Design down_timer, sky130hd; sources not shown.
Run 1, metal 1:
Scale bar: 20 um.
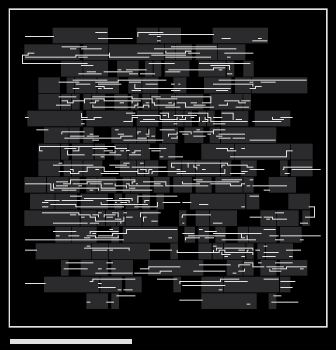
main direction	horizontal
share of all routed wire	40%
longest straight run	16.1 um
wire length on this layer	1110 um
routed wire length: 2780 um
GR Util met1: 0.231

Run 1, metal 2:
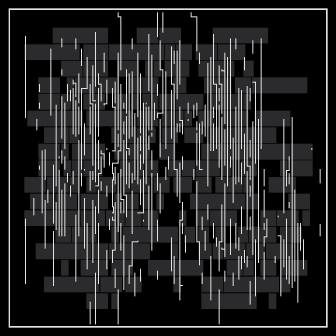
main direction	vertical
longest straight run	27.9 um
share of all routed wire	54%
nets with wire on the layer	163
met2 GRT Util: 0.427
DR vias: 1119

Run 1, metal 3:
Scale bar: 20 um.
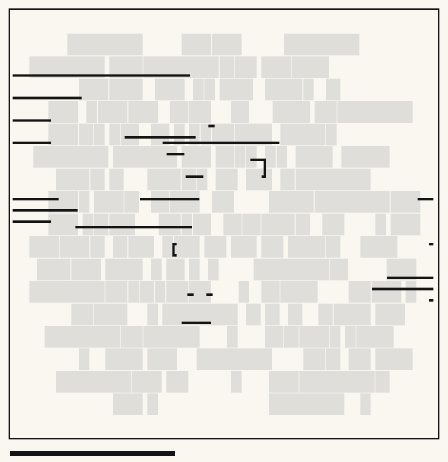
share of all routed wire	4.5%
wire length on this layer	126 um
met3 usage: 0.0460

==> qor.yml, run 1 <==
pin_count: 20
postSynthCellCount: 140
layout_top_cell: "clkdlybuf4s50_1"
holdWs_ns: 0.562
synth.avg_cell_area_sq_um: 9.29
antennaDiodeCount: 0
rsz0062_at_grt: "false"
fillers: 176
hold_viol: 0
vdd.ir_drop.worst_mv: 0.345
dpl.hpwl_um: 2160
comb_power_share: 0.608
postCtsSetupBuffers: 0
drc: 0
htreeDepth: 1
grt_overflow: 0
seqCellArea_sq_um: 400
fp_util: 0.594
antenna_found_initial: 0
max_slew.worst_pin.slew_ns: 0.626
clk_latency_ns: 0.29
clk_pin_slew_ns: 0.09
chipArea_sq_um: 2680
clock_path_buffers: 2
synthesis.nets: 166
p_leak_nw: 0.674
gr-max-usage-layer: "met2"
ys_cells: 140
worst-path-max-fanout: 10
syn2layout_area_growth_pct: 19.0
critical_path_class: "in2reg"
grt_max_degree: 17
power_frac_clock: 0.085
worst-path-buf-inv: 2
skew_ns: 0.00491
critPathMaxStageDelay_ns: 0.46
synth_seq_share: 0.308
lay_top_cells: "19 x clkdlybuf4s50_1, 16 x nand2_1, 16 x dfrtp_1"
cts.sinks: 16
ys.warnings.count: 0
cts_root_buf: "clkbuf_4"
holdPathStages: 2
fin_tns_setup_ns: 0
final_util: 0.707
p_per_area_nw_per_um2: 490
seqPwrFrac: 0.308
syn-cell-area_sq_um: 1300
drtIter0Drc: 29
grt_pass1_wl_um: 4430
comb_area_sq_um: 821
die_x_um: 51.8
arrival_ns: 2.79
p_int_uw: 435
period_used_share: 0.484
drv_slew: 0
edf_count: 0
crit_family: "AND-OR/OR-AND gates"
cts_tree: "yes"
async_reset_ff_frac: 1.00
swShare: 0.426
crit_cells: 8
endpoint_kind: "flip-flop"
maxSlewHeadroom: 0.582
routed_via_density: 5.89
core-area_sq_um: 2190
yosys-stat-area_sq_um: 1300
yosys.area.top_type: "dfrtp_1"
yosysTopAreaCellShare: 0.308
ff2ff_path_depth: 7
hp-class: "reg2reg"
timing.fmax_ghz: 0.383
critPathSlowestCell: "clkdlybuf4s50_1"
drv_cap: 0
p_switching_uw: 323
ctsResizeCount: 0
wl_per_cell_um: 14.6
finalCriticalPeriod_ns: 2.61
portBuffers: 19
start_kind: "input pin"
cp.required_ns: 5.58
report.final.setup_viol: 0
die_h_um: 51.8
yosysUniqueCellTypes: 45
area_leaders: "dfrtp_1 31%, ha_1 12%, mux2_2 5.2%, mux2i_1 4.6%, nand2_1 4.6%"
firstDrtPassIters: 4
row_count: 17
ff_type: "dfrtp_1"
crit_chain: "clkdlybuf4s50_1, inv_1, ha_1, o211ai_1, o21ai_4, a31oi_1, or3_4, mux2_4"
status: "completed"
numSynthFlops: 16
ant_nets: 0
grt_pass1_vias: 1062
drive_gt1_frac: 0.130
fin_nets: 190
ff2ff_setup_slack_ns: 3.30
grt_usage: 0.227
cts-buffers-inserted: 3
warnings: 31
cts_hold_buffers: 0
run 1: cells in the mapped netlist, drive strengths merged (2+ instances only):
library cell	number
nor4	3
clkbuf	2
a21boi	2
a31oi	3
inv	12
ha	12
nand3	3
dfrtp	16
nor2b	5
o211ai	3
nor3	2
mux2i	6
o21ai	12
o31ai	2
nor3b	2
nand2b	3
buf	3
mux2	8
a21oi	4
nor2	6
nand2	16
run 1: power by group through the flow:
stage	Sequential [mW]	Combinational [mW]	Clock, mW
after floorplan	0.230	0.335	0
after global placement	0.233	0.439	0
after detailed placement	0.236	0.459	0
after CTS	0.233	0.463	0.0673
after global routing	0.242	0.504	0.0714
final	0.233	0.461	0.0643
run 1: metal layers:
metal	share of wire	routed length [um]	up-vias
met4	0.017	46	0
li1	-	-	549
met1	0.40	1110	533
met3	0.045	125	4
met5	0	0	-
met2	0.54	1490	33
run 1: kinds of logic (layout without fill, tap and decap cells):
kind of cell,Yosys count,after routing,synth area share
mux,14,14,0.121
flops,16,16,0.308
xor+xnor,1,1,0.00673
fa+ha+maj,12,12,0.115
simple gates,45,45,0.202
buf+inv,17,39,0.0615
compound gates,35,35,0.186
run 1: metrics by stage:
stage | setup slack [ns] | std cells | total power, mW | cell area [sq um]
after floorplan | 3.09 | 140 | 0.565 | 1300
after global placement | 2.53 | 187 | 0.672 | 1530
after detailed placement | 2.47 | 187 | 0.695 | 1530
after CTS | 2.78 | 190 | 0.764 | 1550
after global routing | 2.71 | 190 | 0.817 | 1550
final | 2.79 | 190 | 0.758 | 1550
run 1: final cells by class:
| cell class | instances | area share |
|---|---|---|
| sequential | 16 | 0.258 |
| tap | 28 | 0.0226 |
| clock buffer | 3 | 0.0145 |
| inverter | 12 | 0.0291 |
| timing repair buffer | 19 | 0.123 |
| multi-input combinational | 107 | 0.530 |
| buffer | 5 | 0.0226 |
Run 1, where the registers sit:
Other sequential cells in the stronger gray, the rest of the logic in the fainter gray.
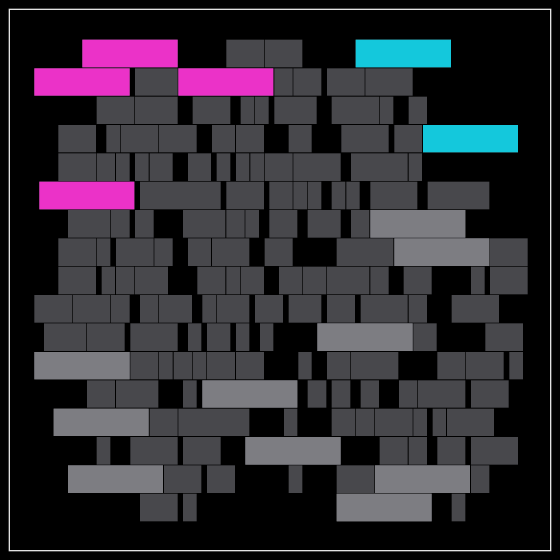

==> run 1 -> run 2 <==
--- a/config.mk
+++ b/config.mk
@@ -7,12 +7,12 @@
 export LEC_CHECK = 0
 export CAP_MARGIN = 5
 export CORE_MARGIN = 2
-export CORE_UTILIZATION = 57
+export CORE_UTILIZATION = 53
 export CTS_CLUSTER_DIAMETER = 150
 export DETAILED_ROUTE_END_ITERATION = 8
 export GPL_ROUTABILITY_DRIVEN = 0
 export GPL_TIMING_DRIVEN = 0
-export PLACE_DENSITY = 0.89
+export PLACE_DENSITY = 0.84
 export SYNTH_ARGS = -nofsm -noshare
 export SYNTH_HDL_FRONTEND = slang
 export SYNTH_SLANG_ARGS = --single-unit
==> constraint.sdc (replaced) <==
create_clock -name clk -period 2.5 [get_ports clk]
set_input_delay 0.375 -clock clk [delete_from_list [all_inputs] [get_ports clk]]
set_output_delay 0.375 -clock clk [all_outputs]
set_load 0.01 [all_outputs]
Run 2, where the registers sit:
Other sequential cells in the stronger gray, the rest of the logic in the fainter gray.
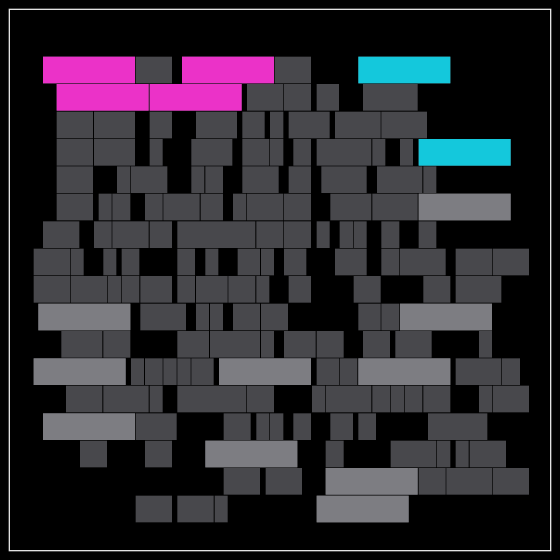
netlist name	color	flops
state	cyan	2
reload	magenta	4
not colored	10
Seq power: 508 uW
flop share of the area: 0.256
fin util: 0.687

==> run 2 against run 1 <==
Critical path depth did not move. Via count fell by 2.1%. Register-to-register slack got worse by 2.9 ns. Critical path type unchanged.
==> qor.yml, run 2 <==
syn2layout_area_growth_pct: 20.1
ctsResizeCount: 0  # unchanged
drive_gt1_frac: 0.135  # +0.00534
wl_per_cell_um: 14.1  # -3.2%
rsz0062_at_grt: "false"
grt_max_degree: 17  # unchanged
postSynthCellCount: 140  # unchanged
synthesis.nets: 166  # unchanged
hold_viol: 0  # unchanged
cts_root_buf: "clkbuf_4"
cts-buffers-inserted: 3  # unchanged
ff_type: "dfrtp_1"
arrival_ns: 2.37  # -0.42 ns
ys_cells: 140  # unchanged
async_reset_ff_frac: 1.00  # unchanged
edf_count: 0  # unchanged
status: "completed"
critical_path_class: "in2reg"
row_count: 17  # unchanged
timing.fmax_ghz: 0.460
cp.required_ns: 2.69  # -2.89 ns
report.final.setup_viol: 0  # unchanged
yosysTopAreaCellShare: 0.308  # unchanged
clk_latency_ns: 0.30  # about the same
fillers: 168  # -4.5%
die_h_um: 53.6  # +3.4%
fp_util: 0.572  # -0.0222
postCtsSetupBuffers: 0  # unchanged
clock_path_buffers: 2  # unchanged
maxSlewHeadroom: 0.576  # -0.00599
skew_ns: 0.00577  # +0.000857 ns
hp-class: "in2async"
synth.avg_cell_area_sq_um: 9.29  # unchanged
drc: 0  # unchanged
antenna_found_initial: 0  # unchanged
ys.warnings.count: 0  # unchanged
dpl.hpwl_um: 2110  # -2.7%
ff2ff_path_depth: 6  # -1
core-area_sq_um: 2280  # +3.9%
cts_tree: "yes"
yosys.area.top_type: "dfrtp_1"
synth_seq_share: 0.308  # unchanged
finalCriticalPeriod_ns: 2.17
yosys-stat-area_sq_um: 1300  # unchanged
cts.sinks: 16  # unchanged
total_power_mw: 1.67  # +120%
htreeDepth: 1  # unchanged
syn-cell-area_sq_um: 1300  # unchanged
ff2ff_setup_slack_ns: 0.41  # -2.89 ns
area_leaders: "dfrtp_1 31%, ha_1 12%, mux2_2 5.2%, mux2i_1 4.6%, nand2_1 4.6%"
p_leak_nw: 0.681  # +1.1%
design_area_sq_um: 1560  # +0.89%
grt_overflow: 0  # unchanged
warnings: 31  # unchanged
portBuffers: 19  # unchanged
die_x_um: 53.6  # +3.4%
firstDrtPassIters: 4  # unchanged
ant_nets: 0  # unchanged
grt_pass1_vias: 1078  # +1.5%
p_per_area_nw_per_um2: 1070  # +120%
period_used_share: 0.869
numSynthFlops: 16  # unchanged
antennaDiodeCount: 0  # unchanged
drv_slew: 0  # unchanged
chipArea_sq_um: 2870  # +7.0%
endpoint_kind: "flip-flop"
layout_top_cell: "clkdlybuf4s50_1"
top_cells_by_count: "16 x dfrtp_1, 16 x nand2_1, 12 x ha_1, 12 x inv_1, 11 x o21ai_0"
yosysUniqueCellTypes: 45  # unchanged
worst-path-max-fanout: 10  # unchanged
pin_count: 20  # unchanged
fin_nets: 190  # unchanged
start_kind: "input pin"
grt_pass1_wl_um: 4550  # +2.8%
drv_cap: 0  # unchanged
lay_top_cells: "19 x clkdlybuf4s50_1, 16 x nand2_1, 16 x dfrtp_1"
dpl_cell_area_sq_um: 1530  # unchanged
drtIter0Drc: 21  # -28%
clk_pin_slew_ns: 0.11  # +0.02 ns
max_slew.worst_pin.slew_ns: 0.635  # +0.00898 ns
vdd.ir_drop.worst_mv: 0.704  # +100%
cts_hold_buffers: 0  # unchanged
grt_usage: 0.218  # -0.00874
routed_via_density: 5.73  # -2.7%
Run 2, metal 1:
Scale bar: 20 um.
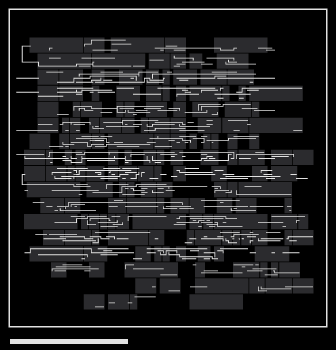
routed wire length: 2700 um
DR vias: 1095

==> run 2: cell counts after synthesis <==
No cell type changed its count.
==> run 2: power breakdown <==
group	total (mW)	internal [mW]	switching (mW)
Clock	0.180	0.0888	0.0915
Combinational	0.985	0.526	0.459
Sequential	0.508	0.360	0.148
==> run 2: kinds of logic after synthesis <==
kind of cell | count (synthesis) | share of synthesized area
simple gates | 45 | 0.202
compound gates | 35 | 0.186
buf+inv | 17 | 0.0615
flops | 16 | 0.308
mux | 14 | 0.121
fa+ha+maj | 12 | 0.115
xor+xnor | 1 | 0.00673
==> run 2: critical path: stages <==
cell and delay (ns):
clkdlybuf4s50_1 0.46, inv_1 0.04, ha_1 0.29, o211ai_1 0.14, o21ai_4 0.27, a31oi_1 0.13, or3_4 0.36, mux2_4 0.30
==> run 2: area by class of cell <==
class	instances	area, sq um	share of cell area
Multi-Input combinational cell	107	821	0.525
Inverter	12	45.0	0.0288
Tap cell	28	35.0	0.0224
Buffer	5	35.0	0.0224
Clock buffer	4	36.3	0.0232
Sequential cell	16	400	0.256
Timing Repair Buffer	19	190	0.122
==> run 2: metrics by stage <==
stage	std cells	setup slack [ns]	hold WS [ns]	TNS [ns]
after floorplan	140	0.556	0.289	0
after global placement	187	0.0535	0.491	0
after detailed placement	187	-0.0199	0.519	-0.0390
after CTS	191	0.305	0.474	0
after global routing	191	0.216	0.522	0
final	191	0.327	0.447	0
==> run 2: routing by layer <==
metal | track usage | wire, um | up-vias
met2 | 0.381 | 1370 | 25
met5 | 0 | 0 | -
met3 | 0.0278 | 80 | 7
li1 | - | - | 547
met4 | 0.111 | 63 | 0
met1 | 0.261 | 1190 | 516
Power and IR drop assume default switching activity.
